--- config.mk ---
export PLATFORM = sky130hd
export DESIGN_NAME = dcache_ctrl_flat
export DESIGN_NICKNAME = d
export VERILOG_FILES = /design/src/rtl/dcache_if.sv /design/src/rtl/dcache_ctrl.sv /design/src/flat_wrapper.sv
export SDC_FILE = /design/constraint.sdc
export NUM_CORES = 2
export LEC_CHECK = 0
export ABC_AREA = 0
export CAP_MARGIN = 15
export CORE_MARGIN = 5
export CORE_UTILIZATION = 62
export DETAILED_ROUTE_END_ITERATION = 7
export PLACE_DENSITY = 0.77
export SKIP_CTS_REPAIR_TIMING = 1
export SLEW_MARGIN = 5
export SYNTH_ARGS = -nofsm -noshare
export SYNTH_HDL_FRONTEND = slang
export SYNTH_SLANG_ARGS = --single-unit
--- constraint.sdc ---
create_clock -name clk -period 4.05 [get_ports clk]
set_input_delay 0.405 -clock clk [delete_from_list [all_inputs] [get_ports clk]]
set_output_delay 0.405 -clock clk [all_outputs]
set_load 0.01 [all_outputs]
--- src/rtl/dcache_if.sv ---
`default_nettype none
// ============================================================================
// dcache_if : MEM-stage request and external memory bus bundle for dcache_ctrl
// Revision  : 1.0
// ============================================================================
interface dcache_if;
  logic        cpu_req;
  logic        cpu_we;
  logic [31:0] cpu_addr;
  logic [3:0]  cpu_wstrb;
  logic [31:0] cpu_wdata;
  logic [31:0] cpu_rdata;
  logic        waiting;
  logic        mem_req;
  logic        mem_we;
  logic [31:0] mem_addr;
  logic [31:0] mem_wdata;
  logic [3:0]  mem_wstrb;
  logic        mem_ack;
  logic [31:0] mem_rdata;

  // The cache controller side
  modport slave (
    input  cpu_req, cpu_we, cpu_addr, cpu_wstrb, cpu_wdata, mem_ack, mem_rdata,
    output cpu_rdata, waiting, mem_req, mem_we, mem_addr, mem_wdata, mem_wstrb
  );

  // The pipeline plus memory side
  modport master (
    output cpu_req, cpu_we, cpu_addr, cpu_wstrb, cpu_wdata, mem_ack, mem_rdata,
    input  cpu_rdata, waiting, mem_req, mem_we, mem_addr, mem_wdata, mem_wstrb
  );
endinterface
`default_nettype wire

--- src/rtl/dcache_ctrl.sv ---
`default_nettype none
// ============================================================================
// dcache_ctrl : direct-mapped, write-through, no-write-allocate data cache
// Revision    : 1.0
// ============================================================================
module dcache_ctrl #(
  parameter int INDEX_W = 4,
  parameter int TAG_W   = 32 - INDEX_W - 4
) (
  input  logic    clk,
  input  logic    rst,
  dcache_if.slave bus
);
  localparam int LINES = 1 << INDEX_W;

  localparam logic [1:0] ST_IDLE   = 2'd0;
  localparam logic [1:0] ST_REFILL = 2'd1;
  localparam logic [1:0] ST_WRITE  = 2'd2;
  localparam logic [1:0] ST_WDONE  = 2'd3;

  logic [1:0]         state;
  logic [1:0]         cnt;
  logic [LINES-1:0]   valid;
  logic [TAG_W-1:0]   tag_mem  [LINES];
  logic [31:0]        data_mem [LINES*4];

  logic [31:2]        lat_addr;
  logic [31:0]        lat_wdata;
  logic [3:0]         lat_wstrb;

  logic [INDEX_W-1:0] cpu_index;
  logic [TAG_W-1:0]   cpu_tag;
  logic [INDEX_W+1:0] cpu_sel;
  logic [INDEX_W-1:0] lat_index;
  logic               hit;
  logic               store_hit;
  logic               unused_ok;

  assign cpu_index = bus.cpu_addr[3+INDEX_W:4];
  assign cpu_tag   = bus.cpu_addr[31:4+INDEX_W];
  assign cpu_sel   = {cpu_index, bus.cpu_addr[3:2]};
  assign lat_index = lat_addr[3+INDEX_W:4];
  assign unused_ok = &{1'b0, bus.cpu_addr[1:0]};

  assign hit       = valid[cpu_index] && (tag_mem[cpu_index] == cpu_tag);
  assign store_hit = (state == ST_IDLE) && bus.cpu_req && bus.cpu_we && hit;

  // Zero-latency read path; reads as zero whenever the access misses
  assign bus.cpu_rdata = hit ? data_mem[cpu_sel] : 32'h0;

  assign bus.waiting = (state == ST_REFILL) || (state == ST_WRITE) ||
                       ((state == ST_IDLE) && bus.cpu_req && (bus.cpu_we || !hit));

  assign bus.mem_req = (state == ST_REFILL) || (state == ST_WRITE);
  assign bus.mem_we  = (state == ST_WRITE);

  always_comb begin
    bus.mem_addr  = 32'h0;
    bus.mem_wdata = 32'h0;
    bus.mem_wstrb = 4'h0;
    case (state)
      ST_REFILL: bus.mem_addr = {lat_addr[31:4], cnt, 2'b00};
      ST_WRITE: begin
        bus.mem_addr  = {lat_addr, 2'b00};
        bus.mem_wdata = lat_wdata;
        bus.mem_wstrb = lat_wstrb;
      end
      default: ;
    endcase
  end

  always_ff @(posedge clk or posedge rst) begin
    if (rst) begin
      state     <= ST_IDLE;
      cnt       <= 2'd0;
      valid     <= '0;
      lat_addr  <= '0;
      lat_wdata <= 32'h0;
      lat_wstrb <= 4'h0;
    end else begin
      case (state)
        ST_IDLE: begin
          if (bus.cpu_req) begin
            if (bus.cpu_we) begin
              lat_addr  <= bus.cpu_addr[31:2];
              lat_wdata <= bus.cpu_wdata;
              lat_wstrb <= bus.cpu_wstrb;
              state     <= ST_WRITE;
            end else if (!hit) begin
              lat_addr <= bus.cpu_addr[31:2];
              cnt      <= 2'd0;
              state    <= ST_REFILL;
            end
          end
        end
        ST_REFILL: begin
          if (bus.mem_ack) begin
            cnt <= cnt + 2'd1;
            // Line only becomes visible once every word has landed
            if (cnt == 2'd3) begin
              valid[lat_index] <= 1'b1;
              state            <= ST_IDLE;
            end
          end
        end
        ST_WRITE: begin
          if (bus.mem_ack) state <= ST_WRITE + 2'd1;
        end
        default: state <= ST_IDLE;
      endcase
    end
  end

  // Data and tag storage carry no reset; valid gates every use
  always_ff @(posedge clk) begin
    if ((state == ST_REFILL) && bus.mem_ack) begin
      data_mem[{lat_index, cnt}] <= bus.mem_rdata;
      if (cnt == 2'd3) tag_mem[lat_index] <= lat_addr[31:4+INDEX_W];
    end else if (store_hit) begin
      for (int b = 0; b < 4; b++) begin
        if (bus.cpu_wstrb[b]) data_mem[cpu_sel][8*b +: 8] <= bus.cpu_wdata[8*b +: 8];
      end
    end
  end
endmodule
`default_nettype wire

--- src/flat_wrapper.sv ---
// flat-port wrapper written by rule: the top's interface ports become plain ports
module dcache_ctrl_flat 
#(
  parameter int INDEX_W = 4,
  parameter int TAG_W   = 32 - INDEX_W - 4
)
  (clk, rst, bus_cpu_req, bus_cpu_we, bus_cpu_addr, bus_cpu_wstrb, bus_cpu_wdata, bus_mem_ack, bus_mem_rdata, bus_cpu_rdata, bus_waiting, bus_mem_req, bus_mem_we, bus_mem_addr, bus_mem_wdata, bus_mem_wstrb);
  dcache_if bus_i ();
  input  logic clk;
  input  logic rst;
  input wire logic [$bits(bus_i.cpu_req)-1:0] bus_cpu_req;
  input wire logic [$bits(bus_i.cpu_we)-1:0] bus_cpu_we;
  input wire logic [$bits(bus_i.cpu_addr)-1:0] bus_cpu_addr;
  input wire logic [$bits(bus_i.cpu_wstrb)-1:0] bus_cpu_wstrb;
  input wire logic [$bits(bus_i.cpu_wdata)-1:0] bus_cpu_wdata;
  input wire logic [$bits(bus_i.mem_ack)-1:0] bus_mem_ack;
  input wire logic [$bits(bus_i.mem_rdata)-1:0] bus_mem_rdata;
  output wire logic [$bits(bus_i.cpu_rdata)-1:0] bus_cpu_rdata;
  output wire logic [$bits(bus_i.waiting)-1:0] bus_waiting;
  output wire logic [$bits(bus_i.mem_req)-1:0] bus_mem_req;
  output wire logic [$bits(bus_i.mem_we)-1:0] bus_mem_we;
  output wire logic [$bits(bus_i.mem_addr)-1:0] bus_mem_addr;
  output wire logic [$bits(bus_i.mem_wdata)-1:0] bus_mem_wdata;
  output wire logic [$bits(bus_i.mem_wstrb)-1:0] bus_mem_wstrb;
  assign bus_i.cpu_req = bus_cpu_req;
  assign bus_i.cpu_we = bus_cpu_we;
  assign bus_i.cpu_addr = bus_cpu_addr;
  assign bus_i.cpu_wstrb = bus_cpu_wstrb;
  assign bus_i.cpu_wdata = bus_cpu_wdata;
  assign bus_i.mem_ack = bus_mem_ack;
  assign bus_i.mem_rdata = bus_mem_rdata;
  assign bus_cpu_rdata = bus_i.cpu_rdata;
  assign bus_waiting = bus_i.waiting;
  assign bus_mem_req = bus_i.mem_req;
  assign bus_mem_we = bus_i.mem_we;
  assign bus_mem_addr = bus_i.mem_addr;
  assign bus_mem_wdata = bus_i.mem_wdata;
  assign bus_mem_wstrb = bus_i.mem_wstrb;
  dcache_ctrl #(.INDEX_W(INDEX_W), .TAG_W(TAG_W)) u_core (.clk(clk), .rst(rst), .bus(bus_i));
endmodule
**Pin map**

The bar under the picture is 100 µm long. Pins as bars across the die edge, other pins in grey.
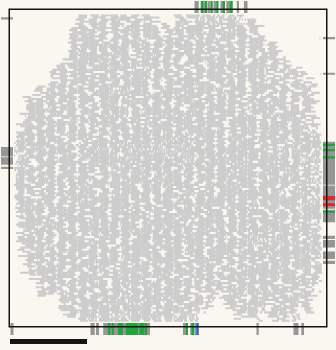
colour	port	pins	direction	edge
red	`bus_mem_wstrb`	4	output	right
blue	`bus_mem_we`	1	output	bottom
green	`bus_mem_wdata`	32	output	21 bottom, 7 top, 4 right

**Signal metal coverage by tile**

21 x 21 tiles, from white (low) to dark blue (high), scaled to the fullest tile. Values are wire area over tile area, all layers added.
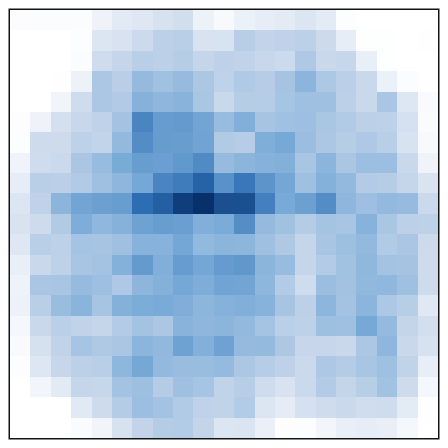
nearly empty tiles	10%
mean over tiles	0.29
tiles over half the peak	11%
fullest tile	0.96
densest ninth of the die	middle

**Zoomed window**

The bar under the picture is 5 µm long. Region (196, 278) to (216, 298) µm. Cells in grey, sequential cells in the stronger grey; small squares are vias.
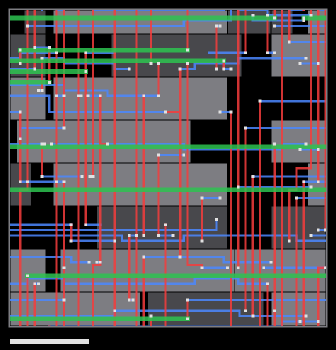
colour	layer
blue	met1
red	met2
green	met3
netlist names of flops here include	`u_core.data_mem` (7)
cells with their middle in the window	14
most frequent	edfxtp_1 (7), mux4_2 (2), nor2_1 (2)
sequential cells in the window	7

==> results.txt <==
The synthesis and place-and-route flow finished, so here is a summary.

The largest registers in the layout are u_core.data_mem x2048, u_core.tag_mem x384, u_core.lat_wdata x32. The slew at the pin with the worst max-slew slack is 1.158 ns. The gate count after technology mapping came out at around 4600. The area used by multi-input combinational logic is 0.02400 mm². The multi-input combinational area share is 20.46%. The post-layout period usage of the worst path came out at 119.7%. The remaining antenna violation count came out at 0. Clock tree synthesis selected as its root buffer the cell sky130_fd_sc_hd__clkbuf_16. The clock network fraction of total power came out at 37.5%. Counting distinct cell types in the post-synthesis netlist gives 66. The flip-flop count of the largest register after layout came out at 2048. The insertion delay at the late pin of the worst-skew pair came out at 0.89 ns.

The synthesized netlist devotes 3.042% of its cell area to simple gates. The final cell utilization of the core came out at 73.23%. The cell area reported after detailed placement came out at 0.1085 mm².

The half-perimeter wire length after detailed placement came out at 167.5 mm. The highest clock rate this design can be run at is 0.2063 GHz. Between the synthesized netlist and the finished layout, the area growth was recorded as 17.64%. The die height came out at approximately 400 µm. The worst reg2reg path depth came out at 13. The last element of the critical path is bus_cpu_rdata[22]. Setup repair after global routing could not meet its margin everywhere. The power dissipated in combinational cells is just under 7 mW. The combinational group share of total power came out at 11.2%. The total leakage power is 38.23 nW. For this run, the chip area from Yosys synthesis comes to 0.09972 mm². Among all stages on the critical path, the largest delay is contributed by sky130_fd_sc_hd__mux4_2.

The endpoint type of the worst setup path is a primary output. The switching component of the power came out at about 15 mW. The core region is 0.1602 mm². The antenna diode instance count is 5. The sink count of the clock tree is 2518. The number of OpenROAD warnings came out at 33. The internal power consumption is between 40 and 50 mW. Per the layout report, the design carries 8432 filler cells. The required time of the critical path came out at 3.64 ns. The sequential share of cell area came out at 64.09%. The post-place setup slack came out at -1.250 ns. The dominant delay contributor by cell family on the critical path is multiplexers.

The tally of non-filler cells in the final layout came out at ~7600. The launch instance of the worst register-to-register path is u_core.tag_mem[12][20]. The start-to-end type of the worst setup path is reg -> out. The number of CTS-inserted buffers came out at 232.

The area fraction in full adders, half adders and majority gates is 0.05019%. Per the finish-stage timing summary, setup violations number 3824. The residual DRC count came out at approximately 84. The final number of hold-violating endpoints came out at 0.

The combined flip-flop and latch cell area came out at about 0.075 mm². The most frequent standard cell in the layout excluding fill and tap cells is sky130_fd_sc_hd__edfxtp_1. For this configuration, the core starts out at a cell density of between 60% and 70%. After clock tree synthesis, the clock-pin slew on the worst setup and hold paths is 0.06 ns.

The share of synthesized registers carrying an async set or reset is 3.415%. The biggest power consumer among the groups is sequential cells. Including well taps, the total number of placed cells is slightly above 7000.

Measured on the final layout, buffering overhead outside the clock network stands at around 6.4%. The flow ran to the end, but the final reports show violations. The maximum count of clock buffers along a single path is 3. The worst IR drop on VDD came out at 0.4712 mV. The final routed wirelength across all metal layers is 282.8 mm.

The startpoint of the worst setup timing path is u_core.tag_mem[12][20]. For this floorplan the total number of well-tap instances is around 2200. The count of instantiated cells in the yosys netlist is 4551. The fraction of layout cells with a size suffix above 1 came out at between 30% and 40%.

The DRC violation total after the first TritonRoute iteration is ~9100. Summing every instance area after synthesis gives 0.09972 mm². For reference, the mux area share after synthesis is around 19%. The overall global routing resource usage is 33.05%. For reference, XOR and XNOR gates occupy 0.2635% of the area reported after synthesis. Per the post-synthesis stats, the area per cell is ~22 µm². Per the timing report, the most critical flop-to-flop path finishes at u_core.data_mem[46][27].

The most critical hold endpoint after final layout shows a slack of ~0.024 ns. The number of logic inverters in the finished layout came out at 13. In the final design, more cell area goes to registers than to any other class. The critical path maximum fanout is 19. The share of total power in sequential cells came out at 51.3%. The delay of the slowest critical-path stage came out at 0.54 ns. The number of global-route vias before repair came to 52880. The count of nets after finishing is 5367. The final reports fail on DRC, setup timing. The sequential cell power is 30.8 mW. The data arrival time at the worst-slack endpoint came out at 4.44 ns. The maximum number of pins on one net before global-route repair is 65. The setup slack of the critical path after layout is -0.7971 ns. The number of logic gates is around 1800. For reference, the final report shows the max-slew violation count at 0. The switching share of power is 24.49%. In this run the count of I/O pins placed on the die edge is 208. Counting flops with a built-in enable in the synthesized netlist gives 2432. The TritonCTS clock tree is yes.

The total congestion overflow after global routing is 0. Yosys printed 0 warnings. The final instance area came out at 0.1173 mm². The floorplan die width came out at 411.0 µm. Per the OpenROAD floorplan log, the area of the die is 0.1690 mm². The final sequential cell count is 2518. The number of gates on the worst path with buffers counted is 11. Summing over every cut layer, the via total after detailed routing is 53560. The first global-routing pass estimated 393.3 mm of wire. The buffer and inverter count on the worst path is 4.
[synth_stat cells, types with 12 or more instances]
| master | n | area (µm²) |
|---|---|---|
| sky130_fd_sc_hd__edfxtp_1 | 2432 | 73030 |
| sky130_fd_sc_hd__mux4_2 | 751 | 16910 |
| sky130_fd_sc_hd__nor2_1 | 411 | 1543 |
| sky130_fd_sc_hd__clkbuf_1 | 151 | 566.8 |
| sky130_fd_sc_hd__mux2i_1 | 110 | 1101 |
| sky130_fd_sc_hd__dfrtp_1 | 86 | 2152 |
| sky130_fd_sc_hd__nand2_1 | 69 | 259.0 |
| sky130_fd_sc_hd__buf_2 | 68 | 340.3 |
| sky130_fd_sc_hd__and2_1 | 67 | 419.2 |
| sky130_fd_sc_hd__mux2_2 | 64 | 720.7 |
| sky130_fd_sc_hd__nor2b_1 | 34 | 212.7 |
| sky130_fd_sc_hd__mux2_4 | 29 | 435.4 |
| sky130_fd_sc_hd__buf_1 | 27 | 101.4 |
| sky130_fd_sc_hd__xnor2_1 | 24 | 210.2 |
| sky130_fd_sc_hd__or2_2 | 19 | 118.9 |
| sky130_fd_sc_hd__a211oi_1 | 15 | 112.6 |
| sky130_fd_sc_hd__a22oi_1 | 14 | 105.1 |
| sky130_fd_sc_hd__nand3_1 | 14 | 70.07 |
| sky130_fd_sc_hd__buf_6 | 13 | 146.4 |
| sky130_fd_sc_hd__inv_1 | 12 | 45.04 |
[metal layers]
layer / up-vias / GRT usage, % / wire, µm
met3: 779 / 7.615 / 36210
met1: 27610 / 46.60 / 97130
met2: 4887 / 51.40 / 134300
li1: 20280 / - / -
met5: - / 0 / 83
met4: 6 / 13.37 / 15080
No activity file was given, so power comes from the tool's default toggle rates.
